### config.mk
export PLATFORM = sky130hd
export DESIGN_NAME = bus_xfer_sequencer
export DESIGN_NICKNAME = d
export VERILOG_FILES = /design/src/rtl/bus_pkg.sv /design/src/rtl/bus_req_fifo.sv /design/src/rtl/bus_xfer_sequencer.sv
export SDC_FILE = /design/constraint.sdc
export NUM_CORES = 1
export LEC_CHECK = 0
export ABC_AREA = 1
export CORE_MARGIN = 10
export CORE_UTILIZATION = 30
export DETAILED_ROUTE_END_ITERATION = 8
export PLACE_DENSITY = 0.57
export SLEW_MARGIN = 40
export SYNTH_ARGS = -nofsm -noshare
export SYNTH_HDL_FRONTEND = slang
export SYNTH_SLANG_ARGS = --single-unit
### constraint.sdc
create_clock -name clk -period 1.9 [get_ports clk]
set_input_delay 0.57 -clock clk [delete_from_list [all_inputs] [get_ports clk]]
set_output_delay 0.57 -clock clk [all_outputs]
set_load 0.02 [all_outputs]
### src/rtl/bus_pkg.sv
// Shared constants for the data-bus transfer sequencer:
// source codes, destination indices and the source legality check.
package bus_pkg;

  localparam int SELECTOR_WIDTH = 4;

  localparam logic [SELECTOR_WIDTH-1:0] SRC_ZERO   = 4'd0;
  localparam logic [SELECTOR_WIDTH-1:0] SRC_PC     = 4'd1;
  localparam logic [SELECTOR_WIDTH-1:0] SRC_SP     = 4'd2;
  localparam logic [SELECTOR_WIDTH-1:0] SRC_ADD    = 4'd3;
  localparam logic [SELECTOR_WIDTH-1:0] SRC_X      = 4'd4;
  localparam logic [SELECTOR_WIDTH-1:0] SRC_Y      = 4'd5;
  localparam logic [SELECTOR_WIDTH-1:0] SRC_STAT   = 4'd6;
  localparam logic [SELECTOR_WIDTH-1:0] SRC_MEM    = 4'd7;
  localparam logic [SELECTOR_WIDTH-1:0] SRC_IMM    = 4'd8;
  localparam logic [SELECTOR_WIDTH-1:0] SRC_FETCH  = 4'd9;
  localparam logic [SELECTOR_WIDTH-1:0] SRC_DECODE = 4'd10;
  localparam logic [SELECTOR_WIDTH-1:0] SRC_ALU    = 4'd11;
  localparam logic [SELECTOR_WIDTH-1:0] SRC_RSV_C  = 4'd12;
  localparam logic [SELECTOR_WIDTH-1:0] SRC_ONES   = 4'd13;
  localparam logic [SELECTOR_WIDTH-1:0] SRC_RSV_E  = 4'd14;
  localparam logic [SELECTOR_WIDTH-1:0] SRC_RSV_F  = 4'd15;

  localparam int DST_PC     = 0;
  localparam int DST_SP     = 1;
  localparam int DST_ADD    = 2;
  localparam int DST_X      = 3;
  localparam int DST_Y      = 4;
  localparam int DST_STAT   = 5;
  localparam int DST_MEM    = 6;
  localparam int DST_FETCH  = 7;
  localparam int DST_DECODE = 8;
  localparam int DST_ALU0   = 9;
  localparam int DST_ALU1   = 10;

  function automatic logic src_legal(
    input logic [SELECTOR_WIDTH-1:0] src
  );
    return !(src inside {SRC_RSV_C, SRC_RSV_E, SRC_RSV_F});
  endfunction

endpackage

### src/rtl/bus_req_fifo.sv
// Synchronous request FIFO with exact occupancy count.
// Pointers wrap modulo DEPTH, which must be a power of two.
module bus_req_fifo #(
  parameter int WIDTH = 15,
  parameter int DEPTH = 4
) (
  input  logic                           clk,
  input  logic                           reset,
  input  logic                           clear,
  input  logic                           push,
  input  logic                           pop,
  input  logic [WIDTH-1:0]               wdata,
  output logic [WIDTH-1:0]               rdata,
  output logic                           full,
  output logic                           empty,
  output logic [$clog2(DEPTH+1)-1:0]     count
);

  localparam int AW = $clog2(DEPTH);
  localparam int CW = $clog2(DEPTH+1);

  logic [WIDTH-1:0] mem [DEPTH];
  logic [AW-1:0]    wptr;
  logic [AW-1:0]    rptr;
  logic             do_push;
  logic             do_pop;

  assign full    = count == CW'(DEPTH);
  assign empty   = count == '0;
  assign do_push = push && !full;
  assign do_pop  = pop && !empty;
  assign rdata   = mem[rptr];

  always_ff @(posedge clk or posedge reset) begin
    if (reset) begin
      wptr  <= '0;
      rptr  <= '0;
      count <= '0;
    end else if (clear) begin
      wptr  <= '0;
      rptr  <= '0;
      count <= '0;
    end else begin
      if (do_push) wptr <= wptr + AW'(1);
      if (do_pop)  rptr <= rptr + AW'(1);
      case ({do_push, do_pop})
        2'b10:   count <= count + CW'(1);
        2'b01:   count <= count - CW'(1);
        default: count <= count;
      endcase
    end
  end

  always_ff @(posedge clk) begin
    if (do_push) mem[wptr] <= wdata;
  end

endmodule

### src/rtl/bus_xfer_sequencer.sv
// Queues bus transfers, drives mux selectors, then pulses load enables.
// Optional BUS_XFER_STATS_EN adds saturating xfer/err counters.
module bus_xfer_sequencer
  import bus_pkg::*;
#(
  parameter int NUM_DEST   = 11,
  parameter int FIFO_DEPTH = 4
) (
  input  logic                                 clk,
  input  logic                                 reset,
  input  logic                                 flush,
  input  logic                                 req_valid,
  output logic                                 req_ready,
  input  logic [SELECTOR_WIDTH-1:0]            req_src,
  input  logic [NUM_DEST-1:0]                  req_dst_mask,
  output logic [NUM_DEST*SELECTOR_WIDTH-1:0]   sel_bus,
  output logic [NUM_DEST-1:0]                  load_en,
  output logic                                 busy,
  output logic [$clog2(FIFO_DEPTH+1)-1:0]      fifo_count,
  output logic                                 err_illegal
`ifdef BUS_XFER_STATS_EN
  ,
  output logic [15:0]                          xfer_count,
  output logic [7:0]                           err_count
`endif
);

  localparam int SW = SELECTOR_WIDTH;
  localparam int FW = SW + NUM_DEST;

  logic                full;
  logic                empty;
  logic                accept;
  logic                legal;
  logic                push;
  logic                pop;
  logic [FW-1:0]       head;

  logic                s_valid;
  logic [SW-1:0]       s_src;
  logic [NUM_DEST-1:0] s_mask;
  logic                l_valid;
  logic [NUM_DEST-1:0] l_mask;

  // flush blocks acceptance so nothing slips in behind the discard
  assign req_ready = !full && !flush;
  assign accept    = req_valid && req_ready;
  assign legal     = src_legal(req_src) && (|req_dst_mask);
  assign push      = accept && legal;
  assign pop       = !empty && !flush;

  bus_req_fifo #(
    .WIDTH (FW),
    .DEPTH (FIFO_DEPTH)
  ) u_fifo (
    .clk   (clk),
    .reset (reset),
    .clear (flush),
    .push  (push),
    .pop   (pop),
    .wdata ({req_src, req_dst_mask}),
    .rdata (head),
    .full  (full),
    .empty (empty),
    .count (fifo_count)
  );

  always_ff @(posedge clk or posedge reset) begin
    if (reset) begin
      s_valid     <= 1'b0;
      s_src       <= '0;
      s_mask      <= '0;
      l_valid     <= 1'b0;
      l_mask      <= '0;
      err_illegal <= 1'b0;
    end else begin
      s_valid     <= pop;
      if (pop) {s_src, s_mask} <= head;
      l_valid     <= s_valid && !flush;
      if (s_valid) l_mask <= s_mask;
      err_illegal <= accept && !legal;
    end
  end

  always_comb begin
    sel_bus = '0;
    for (int d = 0; d < NUM_DEST; d++) begin
      if (s_valid && s_mask[d]) sel_bus[d*SW +: SW] = s_src;
    end
  end

  assign load_en = l_valid ? l_mask : '0;
  assign busy    = !empty || s_valid || l_valid;

`ifdef BUS_XFER_STATS_EN
  always_ff @(posedge clk or posedge reset) begin
    if (reset) begin
      xfer_count <= '0;
      err_count  <= '0;
    end else begin
      if (l_valid && xfer_count != 16'hFFFF)
        xfer_count <= xfer_count + 16'd1;
      if (err_illegal && err_count != 8'hFF)
        err_count <= err_count + 8'd1;
    end
  end
`endif

endmodule

### Floorplan with the power grid, run 1

Pins as bars on the die edge. Tap cells in gray.
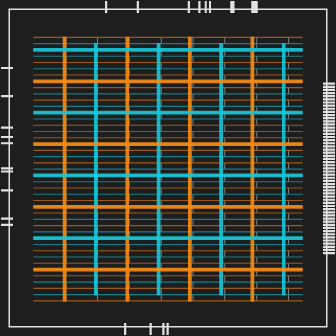
VDD: drawn in cyan. VSS: drawn in orange.
8 straps on met4. The core has 42 rows. 176 tap cells. 80 signal pins sit on the boundary.

### Cells colored by class, run 1

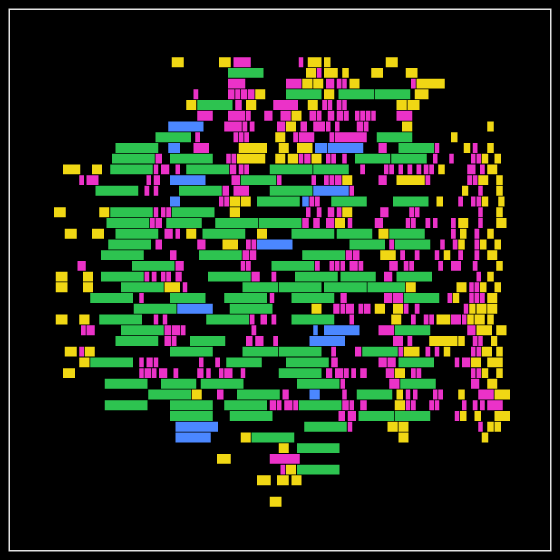
registers: drawn in green, cells 96. remaining buffers and delay cells: drawn in yellow, cells 143. remaining logic cells: drawn in magenta, cells 302. clock drivers and dummy loads: drawn in blue, cells 16.

### Clock distribution, run 1

Scale bar: 50 µm.
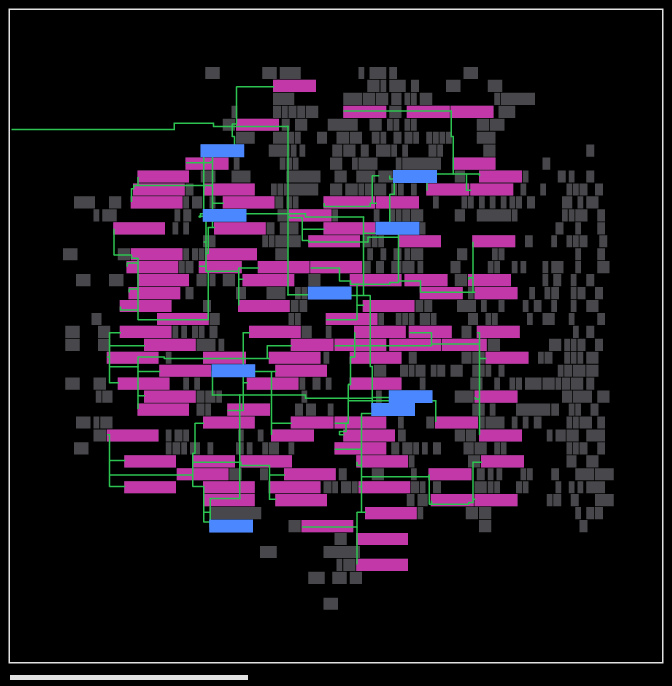
clock-net drivers: drawn in blue, count 9. clock wires: drawn in green, length 1110 µm. flip-flops: drawn in magenta, count 96.
There are 10 routed clock nets.

==> results.txt, run 1 <==
Implementation results

The critical path endpoint category is an output port. The hold path depth is 2. The post-detailed-route count of antenna-violating nets is 0.

In the post-synthesis netlist, the biggest area contributors are edfxtp_1, dfrtp_1, nor2_1. The total clock buffers created by CTS is 9. The share of the synthesized area in the top cell type is 43.88%. The cell taking the most area after synthesis is edfxtp_1. The via count is 3218. Recorded from the global router log, the overflow total was 0. The routed wirelength normalized by instance count is 14.91 µm. The flow ran to the end, and the final reports show no timing, DRC or antenna violations.

The post-layout utilization of the core is 43.35%. The worst pin sits at a relative slew slack of 59.36%. The area of the placeable core is 13350 µm². The classification of the worst-slack hold path is flip-flop to flip-flop. The pin slew with the least headroom to its limit is 0.6089 ns.

The final timing summary puts the cycle share of the worst path at 99.75%. The library cell used as clock root buffer is clkbuf_16. Setup repair after global routing could not meet its margin everywhere. The gate-level netlist out of Yosys references 25 unique cell types.
==> run 1: logic make-up (layout without fill, tap and decap cells) <==
logic type	count (synthesis)	after routing	share of synthesized area [%]
AND/OR/NAND/NOR	202	202	19.53
flip-flops	96	96	65.81
AND-OR/OR-AND	56	56	7.617
buffers and inverters	56	198	5.332
adder cells (fa/ha/maj)	5	5	1.706
==> run 1: routing by layer <==
metal  global-route usage, %  vias up  routed length (µm)
met5                       0        -                   0
met2                   19.28      102                4967
met1                   14.61     1491                5062
met3                   3.482        4                 845
li1                        -     1621                   -
met4                   3.279        0                  57
==> run 1: state kept, by name, indices dropped and copies added, names as in the netlist, 2 cells and up <==
register,count
u_fifo.rptr,2
u_fifo.mem,60
u_fifo.wptr,2
s_src,4
u_fifo.count,3
s_mask,11
l_mask,11
==> run 1: through the flow <==
| stage | power (mW) | setup TNS, ns | worst slack (ns) | std cells |
|---|---|---|---|---|
| 6_report | 6.936 | 0 | 0.004693 | 733 |
| 5_1_grt | 7.402 | -0.2022 | -0.06188 | 733 |
| 4_1_cts | 6.924 | -0.04354 | -0.02253 | 733 |
| 3_5_place_dp | 4.971 | -33.05 | -0.5196 | 701 |
| 3_3_place_gp | 4.912 | -31.45 | -0.4998 | 701 |
| 2_1_floorplan | 3.992 | -7.732 | -0.1289 | 415 |
==> run 1: area by class of cell <==
cell class                 instances  area, µm²
clock buffer                       9      225.2
clock inverter                     7      71.32
fill                            1309       7561
inverter                          37      150.1
multi-input combinational        263       1299
sequential                        96       2704
tap                              176      220.2
timing repair buffer             143       1102
timing repair inverter             2      15.01
==> run 1: cell usage after synthesis (all sizes together) <==
cell and n:
nand4 1, edfxtp 60, nor2 124, buf 6
inv 37, o22ai 4, and2 1, nor3 2
ha 4, a21boi 1, o211ai 1, clkbuf 13
dfrtp 36, fa 1, a21oi 1, a31oi 11
nand2 67, o21ai 38, nand3 7
==> run 1: critical path, stage by stage (launching register included) <==
cell and delay, ns:
dfrtp_1 0.38, buf_6 0.11, clkinvlp_4 0.14, buf_6 0.17, nor2_4 0.07, buf_6 0.12
==> run 1: repair_timing <==
item                       4_1_cts  5_1_grt
pin swaps                       10        4
setup endpoints to repair      122       87
resized                        246       54
gates cloned                     3        0
setup buffers                   13        0
==> run 1: where the power goes <==
group / internal, mW / leakage [nW] / switching [mW]
clock: 1.02 / 0.139 / 0.761
sequential: 2.59 / 0.982 / 0.256
combinational: 0.919 / 1.51 / 1.39
total: 4.53 / 2.63 / 2.41
==> run 1: how the worst max path moves through the flow <==
stage,from,endpoint,cells past startpoint
after global routing,s_src[3],sel_bus[39],5
final,s_src[3],sel_bus[39],5
after global placement,req_dst_mask[0],u_fifo.count[2],12
after detailed placement,req_dst_mask[0],u_fifo.count[2],12
after floorplan,req_dst_mask[0],u_fifo.mem[0][0],5
after CTS,s_src[3],sel_bus[39],5
### Routed metal, one color a layer, run 1

Scale bar: 50 µm.
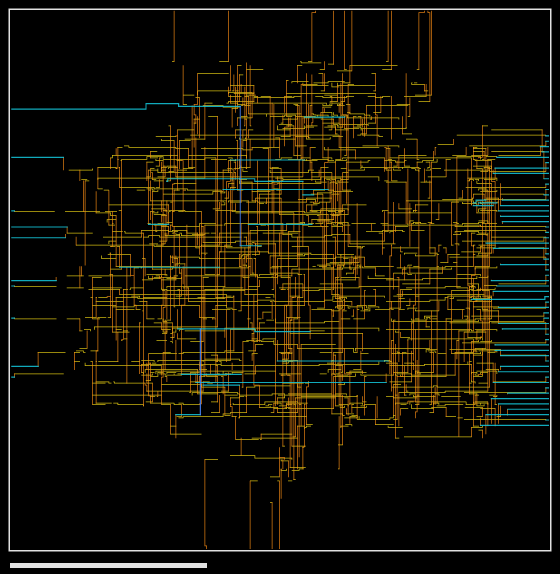

--- run 2 (diff from run 1) ---
ABC_AREA = unset   (was 1)
DONT_BUFFER_PORTS = 1   (was unset)
PLACE_DENSITY = 0.49   (was 0.57)
### Routed metal, one color a layer, run 2

Scale bar: 50 µm.
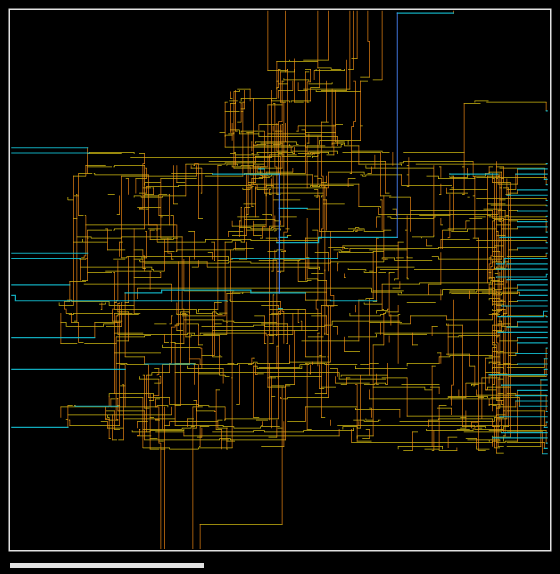
M2: drawn in orange, wire length 4110 µm. M1: drawn in yellow, wire length 4530 µm. M4: drawn in blue, wire length 88.4 µm. M3: drawn in cyan, wire length 773 µm.

### Clock distribution, run 2

Scale bar: 50 µm.
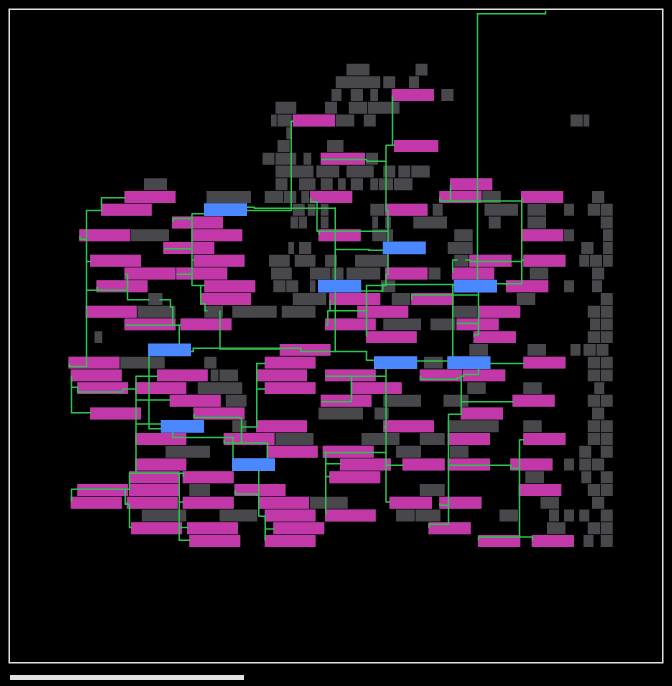
flip-flops: drawn in magenta, count 96. clock wires: drawn in green, length 1140 µm. clock-net drivers: drawn in blue, count 9.
There are 10 routed clock nets.

==> run 2 against run 1 <==
Against the previous run: core utilization is 6.6 points lower; the run now ends with negative setup slack left; sequential power is 9.2% higher; critical endpoint is now busy; final cell count is 36% lower; largest power group unchanged; via count is 28% lower; register-to-register slack worse by 0.33 ns.
==> results.txt, run 2 <==
Implementation results

In the post-synthesis netlist, the cell with the most instances is edfxtp_1. The kind of cell adding the most delay to the critical path is simple AND/OR/NAND/NOR gates. u_fifo.mem holds more flip-flops than any other register.

The sequential fraction of design power is 41.0% (about the same). The routed wirelength normalized by instance count is 20.21 µm (+36%). The final timing report counts setup violations totalling 4.

The share of the synthesized area in the top cell type was 42.27% (-1.6 points). The cell taking the most area after synthesis is edfxtp_1. The via count was 2318 (-28%). The count of fill cells added during filler insertion is 1319 (+0.76%).

The largest individual stage delay along the critical path comes from the cell dfrtp_1. The largest registers in the layout are u_fifo.mem: 60 flops, l_mask: 11 flops, s_mask: 11 flops. Ranked by instance count, the synthesized netlist is headed by edfxtp_1, and3_1, dfrtp_1, mux2_2, clkbuf_1. The post-synthesis cell type count was 42 (+68%). The main area contributors are edfxtp_1, dfrtp_1, and3_1.

The share of total power consumed by net switching is 34.37% (-0.39 points). The design internal power is 4.969 mW (+9.8%). The net switching component of the power is 2.602 mW (+7.9%). The post-route total power is 7.571 mW (+9.1%). The tally of non-filler cells in the final layout was 470 (-36%). The total instance count after detailed placement is 453 (-35%). The worst slew margin relative to its limit is 63.98% (+4.6 points). Setup repair after global routing could not meet its margin everywhere. The post-detailed-route count of antenna-violating nets is 0 (unchanged). The pin slew with the least headroom to its limit came to 0.5390 ns (-0.06987 ns). The post-layout utilization of the core is 36.70% (-6.6 points). The minimum setup slack in the final design is -0.2716 ns (-0.2763 ns). The final reports fail on negative setup slack.

The cell repeated most along the worst path is or3_4. The worst path buffer plus inverter count came to 1 (-3). Post-synth the commonest register cell is edfxtp_1. Per the CTS log, the root buffer master is clkbuf_16. The run finished, with violations left.
### Cells colored by class, run 2

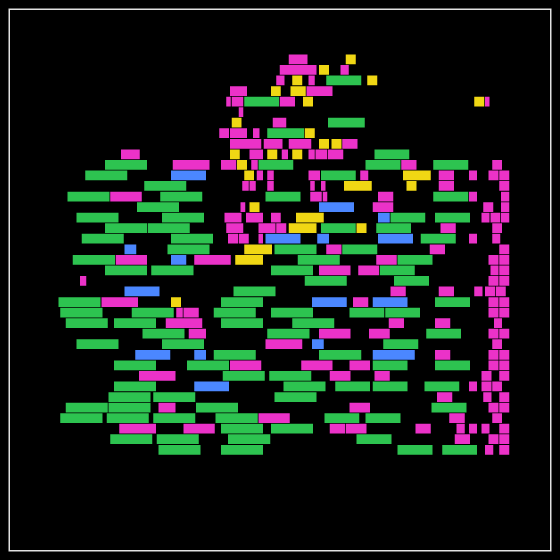
clock drivers and dummy loads: drawn in blue, cells 16. remaining logic cells: drawn in magenta, cells 151. remaining buffers and delay cells: drawn in yellow, cells 27. registers: drawn in green, cells 96.

## run 2: worst paths after layout
path	depth (start not counted)	slack, ns	from	end
worst max-delay path	3	-0.27	u_fifo.count[2]	busy
worst max register to register	9	-0.19	u_fifo.count[2]	u_fifo.count[2]
max in group asynchronous	2	1.33	reset	u_fifo.count[1]
worst min register to register	1	0.50	l_mask[5]	l_mask[5]
min in group clk	1	0.29	flush	u_fifo.wptr[1]
worst min-delay path	2	0.22	reset	u_fifo.rptr[0]
## run 2: what timing repair did
| item | in CTS | in global routing |
|---|---|---|
| pin swaps | 0 | 2 |
| setup endpoints to repair | 4 | 45 |
| setup buffers | 0 | 1 |
| resized | 3 | 40 |
## run 2: metrics by stage
step / hold slack (ns) / instance area (µm²) / setup slack, ns
after floorplan: 0.4721 / 4313 / -0.3067
final: 0.2248 / 5095 / -0.2716
after global placement: 0.4835 / 4711 / -0.3807
after detailed placement: 0.4887 / 4711 / -0.3702
after global routing: 0.2544 / 5095 / -0.3232
after CTS: 0.2419 / 5032 / -0.2984
## run 2: power by group through the flow
stage | clock, mW | sequential (mW) | combinational [mW]
finish | 1.86 | 3.10 | 2.61
global placement | 0 | 3.11 | 2.53
global route | 2.01 | 3.18 | 2.83
detailed placement | 0 | 3.15 | 2.55
CTS | 1.91 | 3.11 | 2.57
floorplan | 0 | 2.93 | 2.05
## run 2: layout make-up
class	count	area (µm²)	area share, %
Clock inverter	7	85.08	1.670
Timing Repair Buffer	27	281.5	5.526
Inverter	4	15.01	0.2947
Multi-Input combinational cell	147	1558	30.57
Sequential cell	96	2705	53.09
Clock buffer	9	225.2	4.420
Tap cell	180	225.2	4.420
## run 2: metal layers
metal | up-vias | routed length, µm | global-route usage (%)
li1 | 1065 | - | -
met1 | 1160 | 4529 | 12.89
met2 | 87 | 4109 | 13.81
met3 | 6 | 772 | 4.897
met4 | 0 | 88 | 2.636
met5 | - | 0 | 0
## run 2: cells by family after synthesis
group                      share of synthesized area, %
xor gates and xnor gates                         0.6165
buffers and inverters                             2.641
and+or+nand+nor                                   13.06
adders and majority gates                         1.644
DFF                                               63.40
AOI/OAI and AO/OA                                 2.524
muxes                                             16.11
## run 2: worst register-to-register path: cells and delay by family (launching register included)
| family | cells | cell delay [ns] |
|---|---|---|
| fa+ha+maj | 1 | 0.33 |
| compound gates | 3 | 0.60 |
| flops | 1 | 0.39 |
| simple gates | 4 | 0.53 |
| buf+inv | 1 | 0.13 |
### Routing congestion, run 2

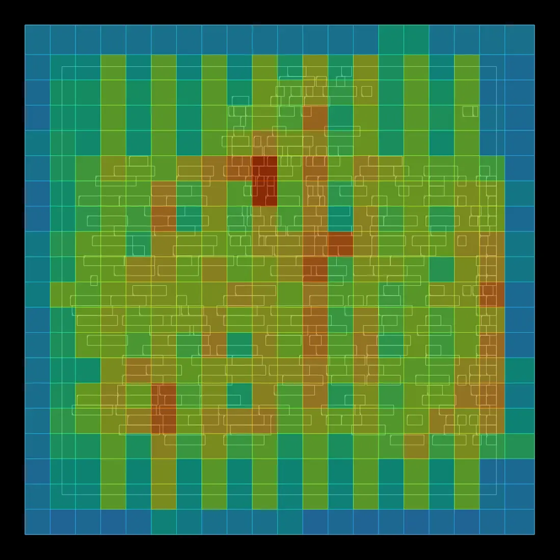

--- run 3 (diff from run 2) ---
SETUP_SLACK_MARGIN = 0.1   (was unset)
### Routing congestion, run 3

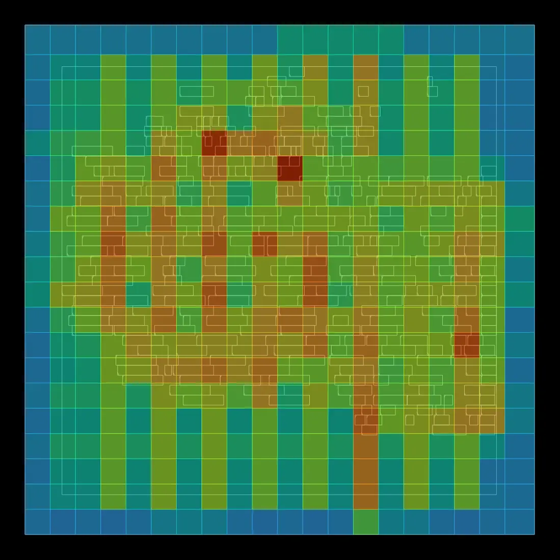
routing usage on met3: 4.555%
mean routed wirelength per cell: 20.39 µm
most crowded layer after global routing: met2

### Floorplan with the power grid, run 3

Pins as bars on the die edge. Tap cells in gray.
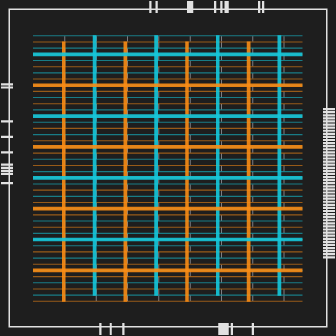
VSS: drawn in orange. VDD: drawn in cyan.
44 met1 rails follow the rows. 8 straps on met4. 8 straps on met5.

==> run 3 against run 2 <==
Against the previous run: the run still ends with negative setup slack left; cell area rose by 9.0%; clock power is 8% higher; die size unchanged; clock skew is essentially flat; total power up 9.4%; sequential share of layout area down 4.2 points; non-clock buffer count increased by 17; sequential power increased by 3%; final cell count rose by 3.6%; sequential cell count did not move; critical path type unchanged; critical endpoint unchanged; largest cell class unchanged.
==> results.txt, run 3 <==
Implementation results

The checks that failed: negative setup slack. The pin slew with the least headroom to its limit is 0.4687 ns (-0.07031 ns). The share of total power consumed by net switching is 32.55% (-1.8 points).

The tally of non-filler cells in the final layout is 487 (+3.6%). The minimum setup slack in the final design is -0.2297 ns (+0.04189 ns). The post-detailed-route count of antenna-violating nets is 0 (unchanged). CTS placed an instance of clkbuf_16 at the clock tree root. The worst path buffer plus inverter count came to 0 (-1). After synthesis, the cell types taking the most area are edfxtp_1, dfrtp_1, and3_1. The met2 usage is 14.21% (+0.40 points). The pre-CTS worst setup slack is -0.3815 ns (-0.01134 ns).

The flow ran to the end, but the final reports show violations. The minimum hold slack was 0.2369 ns (+0.01210 ns). The post-synthesis cell type count is 42 (unchanged).

The count of fill cells added during filler insertion is 1268 (-3.9%). The kind of cell adding the most delay to the critical path is simple AND/OR/NAND/NOR gates. The synthesis report names the predominant flop master as edfxtp_1. After synthesis, the most frequently instantiated cells are edfxtp_1, and3_1, dfrtp_1, mux2_2, clkbuf_1. The via count is 2444 (+5.4%).

The share of the synthesized area in the top cell type is 42.27% (unchanged). The sequential fraction of design power was 38.5% (-2.5 points). The slowest stage of the critical path is the dfrtp_2 cell.

Setup repair after global routing could not meet its margin everywhere. The final count of negative-setup-slack endpoints is 3 (-1).
### Cells colored by class, run 3

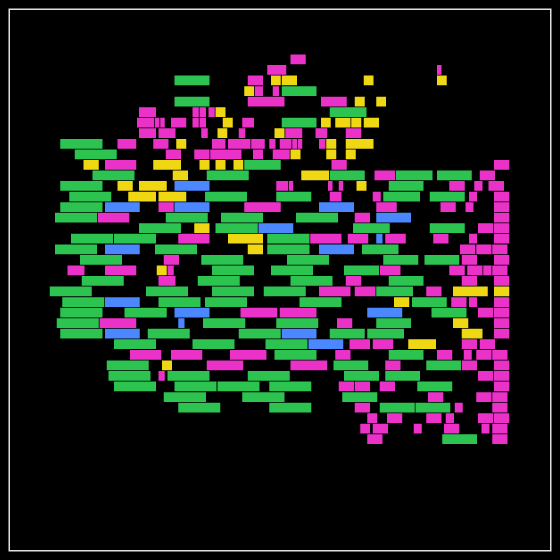
registers: drawn in green, cells 96. remaining logic cells: drawn in magenta, cells 151. clock drivers and dummy loads: drawn in blue, cells 16. remaining buffers and delay cells: drawn in yellow, cells 44.

-- run 3: cell counts after synthesis --
No cell type changed its count.
-- run 3: path summary, 6_finish.rpt --
| path | startpoint | end | slack, ns | cells after the start |
|---|---|---|---|---|
| max | u_fifo.count[1] | busy | -0.23 | 2 |
| min | reset | u_fifo.wptr[0] | 0.24 | 2 |
| max reg2reg | u_fifo.count[2] | u_fifo.count[2] | -0.16 | 9 |
| min reg2reg | l_mask[0] | l_mask[0] | 0.50 | 1 |
| max in group asynchronous | reset | s_src[2] | 1.31 | 2 |
| min in group clk | flush | u_fifo.wptr[0] | 0.30 | 1 |
-- run 3: cells by family (layout without fill, tap and decap cells) --
group / after synthesis / in the layout / share of synthesized area (%)
AND/OR/NAND/NOR: 86 / 86 / 13.06
AND-OR/OR-AND: 12 / 12 / 2.524
flip-flops: 96 / 96 / 63.40
buffers and inverters: 22 / 64 / 2.641
adder cells (fa/ha/maj): 5 / 5 / 1.644
XOR/XNOR: 3 / 3 / 0.6165
multiplexers: 41 / 41 / 16.11
-- run 3: final cells by class --
class | instances | area (µm²) | share of cell area [%]
Timing Repair Buffer | 44 | 501.7 | 9.036
Clock buffer | 15 | 355.3 | 6.399
Clock inverter | 1 | 5.005 | 0.09013
Inverter | 4 | 15.01 | 0.2704
Multi-Input combinational cell | 147 | 1738 | 31.30
Sequential cell | 96 | 2713 | 48.85
Tap cell | 180 | 225.2 | 4.056
-- run 3: per-stage QoR --
stage                     setup TNS (ns)  power [mW]  area, µm²  utilization (%)
final                            -0.5517       8.282       5553            40.00
after global placement            -5.104       5.680       4778            34.42
after global routing              -2.527       8.733       5553            40.00
after CTS                        -0.6087       7.868       5255            37.86
after floorplan                  -0.6459       4.994       4320                -
after detailed placement          -5.090       5.727       4778            34.42
-- run 3: repair_timing --
action / in CTS / in global routing
gates resized: 52 / 57
setup endpoints to repair: 48 / 124
gates cloned: 0 / 4
pin swaps: 7 / 5
setup buffers: 3 / 3
-- run 3: layer usage --
metal | wire, µm | up-vias
met5 | 0 | -
met4 | 55 | 0
met3 | 731 | 2
met2 | 4593 | 82
met1 | 4550 | 1262
li1 | - | 1098
-- run 3: power by group through the flow --
stage | Sequential [mW] | Combinational (mW) | Clock (mW)
final | 3.19 | 3.09 | 2.01
after global routing | 3.27 | 3.31 | 2.15
after CTS | 3.09 | 2.72 | 2.06
after detailed placement | 3.13 | 2.59 | 0
after global placement | 3.10 | 2.58 | 0
after floorplan | 2.93 | 2.06 | 0
Power and IR drop assume default switching activity.
